### Routed clock nets over the placement

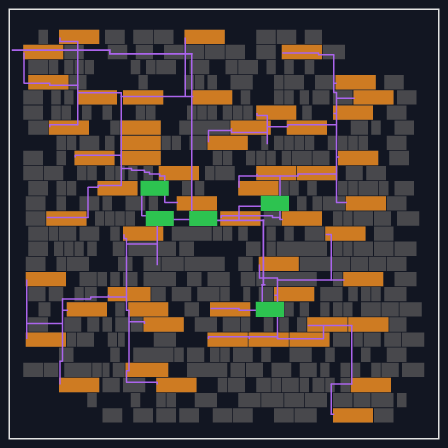
### Cell outlines without signal wires

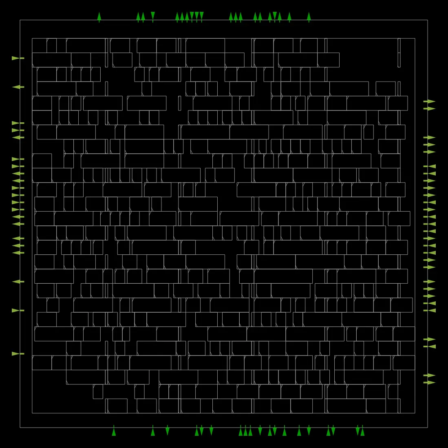
`config.mk`:
```
export PLATFORM = sky130hd
export DESIGN_NAME = instr_fetch_unit
export DESIGN_NICKNAME = d
export VERILOG_FILES = /design/src/rtl/cpu_pkg.sv /design/src/rtl/instr_fetch_unit.sv
export SDC_FILE = /design/constraint.sdc
export NUM_CORES = 1
export LEC_CHECK = 0
export CORE_MARGIN = 2
export CORE_UTILIZATION = 43
export DETAILED_ROUTE_END_ITERATION = 10
export PLACE_DENSITY_LB_ADDON = 0.1
export SLEW_MARGIN = 20
export SYNTH_ARGS = -nofsm -noshare
export SYNTH_HDL_FRONTEND = slang
export SYNTH_SLANG_ARGS = --single-unit
export TNS_END_PERCENT = 100
```
`constraint.sdc`:
```
create_clock -name clk -period 1.58 [get_ports clk]
set_input_delay 0.316 -clock clk [delete_from_list [all_inputs] [get_ports clk]]
set_output_delay 0.316 -clock clk [all_outputs]
set_load 0.005 [all_outputs]
```
`src/rtl/cpu_pkg.sv`:
```
// Shared CPU constants and fetch-state encoding.
// Other stages import this to decode fetch_state_e on waveforms.
package cpu_pkg;

  localparam int CPU_ADDR_W  = 16;
  localparam int CPU_INSTR_W = 16;
  localparam logic [CPU_INSTR_W-1:0] CPU_NOP = 16'h0000;

  typedef enum logic [2:0] {
    FS_IDLE  = 3'd0,
    FS_REQ   = 3'd1,
    FS_WAIT  = 3'd2,
    FS_HOLD  = 3'd3,
    FS_DRAIN = 3'd4
  } fetch_state_e;

endpackage

```
`src/rtl/instr_fetch_unit.sv`:
```
// Instruction fetch: samples pc, issues one imem read per pc over
// valid/ready, holds the instruction for decode and pulses pc_en on
// accept. flush drops any held or in-flight instruction.
// Ports: clk, rst (sync, active-high), pc, flush,
//   imem_req_{valid,ready,addr}, imem_rsp_{valid,data},
//   instr_{valid,ready}, instr, instr_pc, pc_en.
module instr_fetch_unit
  import cpu_pkg::*;
#(
  parameter int ADDR_W = CPU_ADDR_W,
  parameter int INSTR_W = CPU_INSTR_W,
  parameter logic [INSTR_W-1:0] NOP_INSTR = CPU_NOP
) (
  input  logic               clk,
  input  logic               rst,
  input  logic [ADDR_W-1:0]  pc,
  input  logic               flush,
  output logic               imem_req_valid,
  input  logic               imem_req_ready,
  output logic [ADDR_W-1:0]  imem_req_addr,
  input  logic               imem_rsp_valid,
  input  logic [INSTR_W-1:0] imem_rsp_data,
  output logic               instr_valid,
  input  logic               instr_ready,
  output logic [INSTR_W-1:0] instr,
  output logic [ADDR_W-1:0]  instr_pc,
  output logic               pc_en
);

  fetch_state_e state, state_nxt;

  logic [ADDR_W-1:0]  addr_q;
  logic [INSTR_W-1:0] instr_q;
  logic [ADDR_W-1:0]  ipc_q;
  logic               pc_en_q;
  // flush seen while the request is still pending
  logic               drop_q;

  logic req_fire;
  logic rsp_take;
  logic accept;

  assign req_fire = (state == FS_REQ) && imem_req_ready;
  assign rsp_take = (state == FS_WAIT) && imem_rsp_valid && !flush;
  assign accept   = (state == FS_HOLD) && instr_ready && !flush;

  always_ff @(posedge clk) begin
    if (rst) state <= FS_IDLE;
    else     state <= state_nxt;
  end

  // IDLE waits out the pc_en cycle (and a flush cycle) so the
  // sampled pc is the one the PC register has just loaded.
  always_comb begin
    state_nxt = state;
    unique case (state)
      FS_IDLE: begin
        if (!pc_en_q && !flush) state_nxt = FS_REQ;
      end
      FS_REQ: begin
        if (imem_req_ready)
          state_nxt = (flush || drop_q) ? FS_DRAIN : FS_WAIT;
      end
      FS_WAIT: begin
        if (imem_rsp_valid)
          state_nxt = flush ? FS_IDLE : FS_HOLD;
        else if (flush)
          state_nxt = FS_DRAIN;
      end
      FS_HOLD: begin
        if (flush || instr_ready) state_nxt = FS_IDLE;
      end
      FS_DRAIN: begin
        if (imem_rsp_valid) state_nxt = FS_IDLE;
      end
      default: state_nxt = FS_IDLE;
    endcase
  end

  always_ff @(posedge clk) begin
    if (rst) begin
      addr_q  <= '0;
      instr_q <= NOP_INSTR;
      ipc_q   <= '0;
      pc_en_q <= 1'b0;
      drop_q  <= 1'b0;
    end else begin
      pc_en_q <= accept;
      drop_q  <= (state == FS_REQ) && !req_fire
                 && (flush || drop_q);
      if ((state == FS_IDLE) && (state_nxt == FS_REQ))
        addr_q <= pc;
      if (rsp_take) begin
        instr_q <= imem_rsp_data;
        ipc_q   <= addr_q;
      end
    end
  end

  assign imem_req_valid = (state == FS_REQ);
  assign imem_req_addr  = addr_q;
  assign instr_valid    = (state == FS_HOLD);
  assign instr          = instr_valid ? instr_q : NOP_INSTR;
  assign instr_pc       = ipc_q;
  assign pc_en          = pc_en_q;

endmodule
```
==> summary.txt <==
impl run done, here's what came out: fmax 596 MHz, routed length per placed instance 15.6 microns, Crit Path Category flip-flop to flip-flop, DRT antenna net count 0, Combinational Power Share 14.7%, switching share of power 23.7%, combinational cell power 0.398 mW, CTS tree yes, via count 2,361, Switch Pwr 0.641 mW, reg-to-reg startpoint state[2]$_SDFF_PP0_, first-pass GRT wire length 10.6 mm, Final WS setup -0.0966 ns, critical hold path startpoint instr_q[6]$_SDFFE_PP0P_, layout cells sized above 1 24.8%, max-cap viol count 0, aggregate global routing overflow 0, # nets final 404, I/O Buffers 88, clock buffer depth 2, top cells by area dfxtp_1, a21oi_1, nand3_1, Rel. slew slack 66.9%, initial DRC count 105, Cells after Synth 270, CTS Hold Buffers Added 0, Area leader share 46.4%, HP Class flip-flop to flip-flop, pin count of the biggest net entering global routing 31, Final Wtd Congestion 0.801, FP Util 44.8%, global-route usage over all layers 21.8%, Final TNS setup -1.97 ns, syn_nets 308, failing checks negative setup slack, Cell Type Count 29, Worst-Skew Late Latency 0.30 ns, final hold vios 0, Flop pwr share 51.6%, Power Clock 0.910 mW, IO Count 89, Slew @ Worst Pin 0.497 ns, required time of the critical path 1.74 ns, max incr delay on CP 0.65 ns, Worst Path Arrival 1.84 ns, Leakage Power 1.32 nW, P&R area growth vs syn 58.5%, post_cts resized 86, vias per inst 5.40, Seq. pwr 1.40 mW, crit path from state[2]$_SDFF_PP0_, postcts setup bufs 6, tool warning count 28, vias in the first global route 2,155, DRT Pass-1 Iters 4, DRC violations left 0, most used flip-flop cell dfxtp_1, Flop area 1060 sq um, P_int 2.06 mW, chip footprint 5920 sq um, endpoints failing setup 38, Clock Root Buffer clkbuf_8, Total Wirelength 6.80 mm, Die W 76.9 microns, flop2flop setup slack -0.1 ns, Yosys Instances 270, end of the critical path instr_q[7]$_SDFFE_PP0P_, dominant cell type by area after synthesis dfxtp_1, most frequent logic cell in the layout clkdlybuf4s50_1, Power Total 2.70 mW, Power per Cell Area 747 nW/um^2, Async S/R FF share, synth 0%, crit share post-route 106%, diode count 0, H-Tree Depth 2, CP cell instances buf_4 > or4b_4 > clkbuf_16 > o21ai_1 > a21oi_1, outcome finished with violations, maximum fanout along the worst path 8, Critical-path top delay cell or4b_4, HPWL Detailed 4.24 mm, yosys stat area 2290 sq um, height of the die 76.9 microns, Synth flops 53, clk slew on worst S/H paths 0.09 ns, Worst Hold End instr_q[6]$_SDFFE_PP0P_, number of enable flip-flop cells 0, syn avg cell area 8.47 sq um, largest power group registers, post-layout minimum cycle time 1.68 ns, yosys warns 0, crit start category flip-flop, Max VDD drop 0.523 mV, worst flop-to-flop path endpoint instr_q[7]$_SDFFE_PP0P_, combinational gate area 1120 sq um, RSZ-0062 raised after global routing yes, most frequent cells in the layout clkdlybuf4s50_1, dfxtp_1, a21oi_1, CTS Buf Count 5, FF-to-FF path depth 5, fin. max-slew vios 0
About 'Routed clock nets over the placement':
[clock wires] purple | length: 563 microns
[flip-flops] orange | count: 53
[clock drivers] green | count: 5
routed clock nets: 6
Clock power frac: 33.6%
Worst Skew: 0.00775 ns

About 'Cell outlines without signal wires':
flip-flops: 53
core area: 5110 sq um
Post-Route Utilization: 70.9%
fill count: 435
row cnt: 26

==> per-stage QoR <==
stage	setup WS, ns	instance area [sq um]	hold WS (ns)	util [%]	cells
3_3_place_gp	-0.212	3260	0.445	63.9	418
3_5_place_dp	-0.229	3260	0.450	63.9	418
4_1_cts	-0.0967	3430	0.462	67.2	433
2_1_floorplan	0.142	2290	0.395	-	270
6_report	-0.0966	3620	0.462	70.9	437
5_1_grt	-0.142	3620	0.474	70.9	437
==> final cells by class <==
class                      count  area share, %
inverter                       1          0.104
sequential                    53           29.4
tap                           70           2.42
clock inverter                 2           1.07
multi-input combinational    187           30.8
clock buffer                   6           2.00
timing repair buffer         118           34.2
==> flip-flops by register name, indices dropped and copies added (netlist names) <==
register	cells
imem_req_addr	16
instr_q	16
drop_q	1
pc_en	1
state	3
instr_pc	16
==> layer usage <==
layer | global-route usage [%] | part of all wire [%]
met1 | 29.8 | 45
met2 | 36.1 | 48
met3 | 3.65 | 7.1
met4 | 5.09 | 0.59
met5 | 0 | 0
==> worst max-delay path, delay by kind of cell, from the launching register on <==
kind	cells	cell delay, ns
AOI/OAI and AO/OA	2	0.21
buffers and inverters	2	0.37
DFF	1	0.32
and+or+nand+nor	1	0.65
==> kinds of logic (layout without fill, tap and decap cells) <==
kind of cell           after synthesis  in the layout  share of synthesized area (%)
DFF                                 53             53                           46.4
buffers and inverters               30            127                           8.05
AOI/OAI and AO/OA                  105            105                           24.0
and+or+nand+nor                     82             82                           21.5
==> synthesized netlist by cell type (2+ instances only) <==
library cell	count
dfxtp_1	53
a21oi_1	50
nand3_1	49
o21ai_1	31
and2_1	17
o21ai_0	17
clkbuf_1	14
buf_6	7
buf_2	6
o21ai_2	4
nor2_1	3
and3b_1	2
Power figures rest on the tool's default switching activity, not on a simulated workload.
